==> src/rtl/eprom_ctrl.sv <==
// eprom_ctrl: clocked EPROM with registered read, bit-clearing program and erase sweep.
// Define EPROM_WRITE_PROTECT_EN to add a wp input that rejects program/erase requests.
module eprom_ctrl #(
  parameter int    DATA_W      = 8,
  parameter int    ADDR_W      = 3,
  parameter int    PROG_CYCLES = 4,
  parameter string INIT_FILE   = "memory.list"
) (
  input  logic              clk,
  input  logic              reset,
  input  logic              cs,
  input  logic              rd_en,
  input  logic              wr_en,
  input  logic              erase,
`ifdef EPROM_WRITE_PROTECT_EN
  input  logic              wp,
`endif
  input  logic [ADDR_W-1:0] addr,
  input  logic [DATA_W-1:0] wdata,
  output logic [DATA_W-1:0] rdata,
  output logic              rvalid,
  output logic              busy,
  output logic              prog_err
);

  localparam int DEPTH   = 2 ** ADDR_W;
  localparam int CNT_MAX = (PROG_CYCLES > DEPTH) ? PROG_CYCLES : DEPTH;
  localparam int CNT_W   = (CNT_MAX > 1) ? $clog2(CNT_MAX) : 1;
  localparam logic [CNT_W-1:0] PROG_LAST  = CNT_W'(PROG_CYCLES - 1);
  localparam logic [CNT_W-1:0] ERASE_LAST = CNT_W'(DEPTH - 1);
  localparam int DEF_N = 8;
  localparam int DEF_IMG [DEF_N] = '{22, 15, 13, 17, 18, 19, 0, 21};

  typedef logic [DEPTH-1:0][DATA_W-1:0] mem_t;
  typedef enum logic [1:0] {IDLE, PROG, ERASE} state_e;

  function automatic mem_t load_image();
    mem_t m;
    for (int i = 0; i < DEPTH; i++) begin
      m[i] = '1;
      if (INIT_FILE != "" && i < DEF_N) m[i] = DATA_W'(DEF_IMG[i]);
    end
    return m;
  endfunction

  // Storage has no reset path: contents survive reset by design.
  mem_t mem_q = load_image();
  mem_t mem_d;

  state_e            state_q, state_d;
  logic [CNT_W-1:0]  cnt_q, cnt_d;
  logic [ADDR_W-1:0] pa_q, pa_d;
  logic [DATA_W-1:0] pd_q, pd_d;
  logic [DATA_W-1:0] rdata_q, rdata_d;
  logic              rvalid_q, rvalid_d;
  logic              rej_q, rej_d;
  logic              wp_i;
  logic              commit;
  logic              bad_bits;

`ifdef EPROM_WRITE_PROTECT_EN
  assign wp_i = wp;
`else
  assign wp_i = 1'b0;
`endif

  always_comb begin
    state_d  = state_q;
    cnt_d    = cnt_q;
    pa_d     = pa_q;
    pd_d     = pd_q;
    rdata_d  = rdata_q;
    rvalid_d = 1'b0;
    rej_d    = 1'b0;
    mem_d    = mem_q;
    commit   = 1'b0;
    bad_bits = |(~mem_q[pa_q] & pd_q);
    unique case (state_q)
      IDLE: begin
        if (cs) begin
          if ((erase | wr_en) & wp_i) begin
            rej_d = 1'b1;
          end else if (erase) begin
            state_d = ERASE;
            cnt_d   = '0;
          end else if (wr_en) begin
            state_d = PROG;
            cnt_d   = '0;
            pa_d    = addr;
            pd_d    = wdata;
          end else if (rd_en) begin
            rdata_d  = mem_q[addr];
            rvalid_d = 1'b1;
          end
        end
      end
      PROG: begin
        cnt_d = cnt_q + 1'b1;
        if (cnt_q == PROG_LAST) begin
          commit      = 1'b1;
          mem_d[pa_q] = mem_q[pa_q] & pd_q;
          state_d     = IDLE;
          cnt_d       = '0;
        end
      end
      ERASE: begin
        mem_d[cnt_q[ADDR_W-1:0]] = '1;
        cnt_d = cnt_q + 1'b1;
        if (cnt_q == ERASE_LAST) begin
          state_d = IDLE;
          cnt_d   = '0;
        end
      end
      default: state_d = IDLE;
    endcase
  end

  always_ff @(posedge clk) begin
    if (reset) begin
      state_q  <= IDLE;
      cnt_q    <= '0;
      pa_q     <= '0;
      pd_q     <= '0;
      rdata_q  <= '0;
      rvalid_q <= 1'b0;
      rej_q    <= 1'b0;
    end else begin
      state_q  <= state_d;
      cnt_q    <= cnt_d;
      pa_q     <= pa_d;
      pd_q     <= pd_d;
      rdata_q  <= rdata_d;
      rvalid_q <= rvalid_d;
      rej_q    <= rej_d;
    end
  end

  always_ff @(posedge clk) begin
    mem_q <= mem_d;
  end

  assign rdata    = rdata_q;
  assign rvalid   = rvalid_q;
  assign busy     = (state_q != IDLE);
  assign prog_err = rej_q | (commit & bad_bits);

endmodule

==> config.mk <==
export PLATFORM = sky130hd
export DESIGN_NAME = eprom_ctrl
export DESIGN_NICKNAME = d
export VERILOG_FILES = /design/src/rtl/eprom_ctrl.sv
export SDC_FILE = /design/constraint.sdc
export NUM_CORES = 1
export LEC_CHECK = 0
export ABC_AREA = 1
export ABC_CLOCK_PERIOD_IN_PS = 2650
export CAP_MARGIN = 0
export CORE_ASPECT_RATIO = 2
export CORE_MARGIN = 2
export CORE_UTILIZATION = 59
export DETAILED_ROUTE_END_ITERATION = 8
export PLACE_DENSITY = 0.79
export SKIP_CTS_REPAIR_TIMING = 1
export SYNTH_ARGS = -nofsm -noshare
export SYNTH_HDL_FRONTEND = slang
export SYNTH_SLANG_ARGS = --single-unit
==> constraint.sdc <==
create_clock -name clk -period 2.65 [get_ports clk]
set_clock_uncertainty 0.05 [all_clocks]
set_input_delay 0.3975 -clock clk [delete_from_list [all_inputs] [get_ports clk]]
set_output_delay 0.3975 -clock clk [all_outputs]
set_load 0.005 [all_outputs]
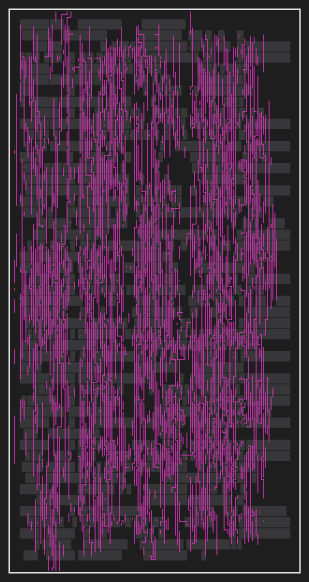
*Signal wires on met2*
main direction = vertical
wire length on this layer = 8290 um
met2 layer usage reported by global route: 0.573
via count: 5374
drt total wl: 17000 um

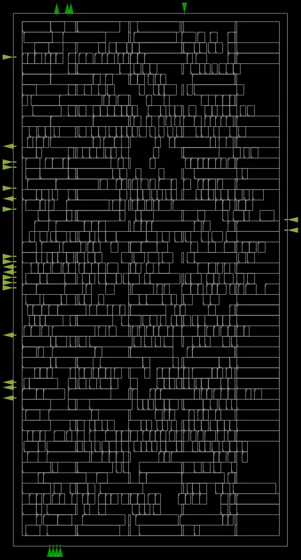
*Cell outlines without signal wires*
flip-flop and latch share of the layout cell area: 0.397
Well Taps: 102
Core ar.: 8890 um^2
non-filler instance count after layout: 849

==> impl_metrics.xml <==
<?xml version="1.0" encoding="UTF-8"?>
<metrics>
  <group name="run_status">
    <metric name="outcome" unit="">finished, final reports clean</metric>
  </group>
  <group name="cells_and_area">
    <metric name="final_design_area_no_fill" unit="um^2">6110</metric>
    <metric name="utilization" unit="">0.688</metric>
    <metric name="post_route_cells_drive_above_1_share" unit="">0.100</metric>
    <metric name="antenna_diode_instance_count" unit="">0</metric>
    <metric name="n_fill_cell" unit="">726</metric>
    <metric name="nNetsFinal" unit="">766</metric>
    <metric name="area_growth_syn_to_layout" unit="%">15.1</metric>
  </group>
  <group name="run">
    <metric name="stage_log_warnings" unit="">30</metric>
    <metric name="maximum_capacitance_violations" unit="">0</metric>
  </group>
  <group name="sta">
    <metric name="report.final.hold_viol_count" unit="">0</metric>
    <metric name="worst_slew_margin_rel" unit="">0.434</metric>
    <metric name="worst-slew-pin-transition" unit="ps">842</metric>
    <metric name="post-route-worst-setup-slack" unit="ps">242</metric>
    <metric name="report.final.setup_viol" unit="">0</metric>
    <metric name="final-max-slew-violation-count" unit="">0</metric>
    <metric name="final_min_period_over_clock_period" unit="">0.909</metric>
    <metric name="finalHoldWorstSlack" unit="ps">421</metric>
    <metric name="unrepaired_setup_endpoints_after_global_routing" unit="">no</metric>
    <metric name="period_minus_ws_final" unit="ps">2410</metric>
    <metric name="fmax" unit="MHz">415</metric>
  </group>
  <group name="logic_synthesis">
    <metric name="synth-async-reset-ratio" unit="">0</metric>
    <metric name="top_area_cell_types" unit="">edfxtp_1 36%, nand2_1 12%, o21ai_0 9.9%</metric>
    <metric name="synthCells" unit="">707</metric>
    <metric name="dominantRegCellSynth" unit="">edfxtp_1</metric>
    <metric name="edf_count" unit="">64</metric>
    <metric name="post_synth.cell_area_avg" unit="um^2">7.51</metric>
    <metric name="number_of_warnings_printed_during_yosys_synthesis" unit="">0</metric>
    <metric name="syn_nets" unit="">731</metric>
    <metric name="syn-cell-area" unit="um^2">5310</metric>
    <metric name="synth.cellmix.adderShare" unit="">0.0165</metric>
    <metric name="synth.area.mux_share" unit="">0</metric>
    <metric name="post_synth_xor_area_fraction" unit="">0</metric>
    <metric name="synthDistinctLibCells" unit="">28</metric>
    <metric name="synth-seq-area-share" unit="">0.456</metric>
    <metric name="yosys.area.top_type_share" unit="">0.362</metric>
    <metric name="ys_chip_area" unit="um^2">5310</metric>
    <metric name="synth.yosys.num_cells" unit="">707</metric>
    <metric name="netlist.top_cell.by_area" unit="">edfxtp_1</metric>
    <metric name="post_synth_and_or_nand_nor_area_fraction" unit="">0.245</metric>
    <metric name="synth_compound_gate_area_share" unit="">0.206</metric>
    <metric name="synth_flops" unit="">89</metric>
    <metric name="logic_family" unit="">simple AND/OR/NAND/NOR gates</metric>
    <metric name="most_common_cell_in_the_netlist" unit="">nand2_1</metric>
    <metric name="netlist_top_cells_count" unit="">173 x nand2_1, 105 x o21ai_0, 69 x nand3_1</metric>
  </group>
  <group name="floorplanning">
    <metric name="num_rows" unit="">49</metric>
    <metric name="i_o_pin_cnt" unit="">28</metric>
    <metric name="die_area" unit="um^2">9820</metric>
    <metric name="fp.dieH" unit="um">138</metric>
    <metric name="core_util_floorplan" unit="">0.597</metric>
    <metric name="die_width" unit="um">71.1</metric>
  </group>
  <group name="setup_path">
    <metric name="critical_path.cell_chain" unit="">buf_8, o21ai_0, nand2_1, nand2_1, nand2_1, nand3_1, nand2_1, nor2_1, a21oi_1, dlymetal6s2s_1</metric>
    <metric name="path_class" unit="">flip-flop to output pin</metric>
    <metric name="critical_path.max_stage_delay" unit="ps">370</metric>
    <metric name="crit_path_max_fanout" unit="">24</metric>
    <metric name="crit_path_end_kind" unit="">output pin</metric>
    <metric name="cp.buffers_inverters" unit="">2</metric>
    <metric name="worst_ep_required_time" unit="ps">2200</metric>
    <metric name="worst_setup_path_start_kind" unit="">flip-flop</metric>
    <metric name="worst_path_max_delay_cell" unit="">dfxtp_2</metric>
    <metric name="timing.critical_path.max_delay_family" unit="">simple AND/OR/NAND/NOR gates</metric>
    <metric name="worst_ep_arrival_time" unit="ps">1960</metric>
    <metric name="critPathMostFrequentCell" unit="">nand2_1</metric>
  </group>
  <group name="pwr">
    <metric name="final_total_pwr" unit="W">0.00368</metric>
    <metric name="power_density" unit="nW/um^2">601</metric>
    <metric name="p_leak" unit="nW">2.50</metric>
    <metric name="worst_ir_drop_vdd" unit="uV">602</metric>
  </group>
  <group name="routing">
    <metric name="antenna_left" unit="">0</metric>
    <metric name="drt-met1-wl" unit="um">6030</metric>
    <metric name="detailed_route_iter0_violations" unit="">679</metric>
    <metric name="viasPerCell" unit="">6.33</metric>
    <metric name="wl_met3" unit="um">1110</metric>
    <metric name="highest-signal-layer" unit="">met4</metric>
    <metric name="dr_drc_count" unit="">0</metric>
    <metric name="detail_route.wl_per_cell" unit="um">20.0</metric>
    <metric name="met2_length" unit="um">8290</metric>
    <metric name="drt-pass1-iter-count" unit="">5</metric>
  </group>
  <group name="grt">
    <metric name="grt.overflow.total" unit="">0</metric>
    <metric name="first_global_vias" unit="">5425</metric>
    <metric name="total_global_routing_track_utilization" unit="">0.356</metric>
    <metric name="global_route_wire_length_before_repair" unit="um">26800</metric>
    <metric name="grt_antenna_before_repair" unit="">0</metric>
    <metric name="largest_net_degree_at_the_start_of_global_routing" unit="">48</metric>
  </group>
  <group name="placed_design">
    <metric name="dp.final_hpwl" unit="um">12700</metric>
    <metric name="place_worst_setup_slack" unit="ps">69.9</metric>
    <metric name="port-buffer-count" unit="">27</metric>
    <metric name="detailed_place.area" unit="um^2">5800</metric>
    <metric name="final_replace_weighted_congestion" unit="">1.02</metric>
  </group>
  <group name="clocking">
    <metric name="cts_made_buffers" unit="">9</metric>
    <metric name="cts_max_path_buffers" unit="">2</metric>
    <metric name="clock_pin_slew_worst_setup_and_hold_paths" unit="ps">60</metric>
    <metric name="tritoncts" unit="">done</metric>
    <metric name="clkLatencyLatePin" unit="ps">340</metric>
    <metric name="cts.sinks" unit="">89</metric>
    <metric name="clock-root-buffer" unit="">clkbuf_16</metric>
    <metric name="htree_num_levels" unit="">3</metric>
  </group>
  <group name="worst_hold_path">
    <metric name="hold_class" unit="">flip-flop to flip-flop</metric>
  </group>
</metrics>
tightest hold or removal path: stages (launching register included):
cell	delay (ps)
dfxtp_1	310
nand2_1	60
a21oi_1	60
per-layer routing:
| layer | vias to the layer above | global-route usage |
|---|---|---|
| met5 | - | 0 |
| met4 | 0 | 0.308 |
| met3 | 104 | 0.0496 |
| met2 | 345 | 0.573 |
| met1 | 2424 | 0.401 |
| li1 | 2501 | - |
per-stage QoR:
stage | cells | TNS, ps
global placement | 833 | 0
global route | 849 | 0
CTS | 849 | -313
floorplan | 707 | 0
finish | 849 | 0
detailed placement | 833 | 0
kinds of logic after synthesis:
| family | count (synthesis) |
|---|---|
| simple gates | 306 |
| fa+ha+maj | 7 |
| compound gates | 205 |
| flops | 89 |
| buf+inv | 100 |
registers in the layout, summed over array words and instances, names as in the netlist:
| register | cells |
|---|---|
| mem_q | 64 |
| rdata | 8 |
| state_q | 2 |
| pd_q | 8 |
| cnt_q | 3 |
| rvalid | 1 |
| pa_q | 3 |
power by group:
group          total (W)  switching, W  internal [W]
clock network    0.00122      0.000513      0.000708
logic           0.000815      0.000558      0.000257
registers        0.00164     0.0000603       0.00158
cell type report:
| class | instances | area, um^2 | share of cell area |
|---|---|---|---|
| multi-input cells | 518 | 2490 | 0.407 |
| flip-flops and latches | 89 | 2430 | 0.397 |
| repair buffers | 61 | 539 | 0.0882 |
| clock buffers | 13 | 270 | 0.0442 |
| inverters | 63 | 241 | 0.0395 |
| well taps | 102 | 128 | 0.0209 |
| clock inverters | 3 | 15.0 | 0.00246 |
cells in the final DEF (no fill, tap or decap), types with 2 or more instances in the layout:
master and n:
ha_1 6, inv_2 5, a21oi_1 43, clkdlybuf4s50_1 26, clkbuf_16 9, dfxtp_2 2
nor2_1 37, clkbuf_8 3, o211ai_1 8, edfxtp_1 64, buf_4 32, nor2_4 3
o221ai_1 4, nand4_1 5, o21ai_2 4, a31oi_1 3, a211oi_1 5, dfxtp_1 22
nand2_1 173, nor3_1 9, nand3_1 69, nor2_2 6, o21ai_0 105, inv_1 56
nand2_2 3, o21ai_1 32, clkinv_2 3
final timing paths:
| check | from | end | slack, ps | cells past startpoint |
|---|---|---|---|---|
| setup / recovery | pa_q[0]$_SDFFE_PP0P_ | prog_err | 240 | 10 |
| hold / removal | rdata[3]$_SDFFE_PP0P_ | rdata[3]$_SDFFE_PP0P_ | 420 | 2 |
| setup reg to reg | state_q[0]$_SDFFE_PP0P_ | mem_q[52]$_DFFE_PP_ | 290 | 7 |
| hold reg to reg | rdata[3]$_SDFFE_PP0P_ | rdata[3]$_SDFFE_PP0P_ | 420 | 2 |
Power and IR drop assume default switching activity.
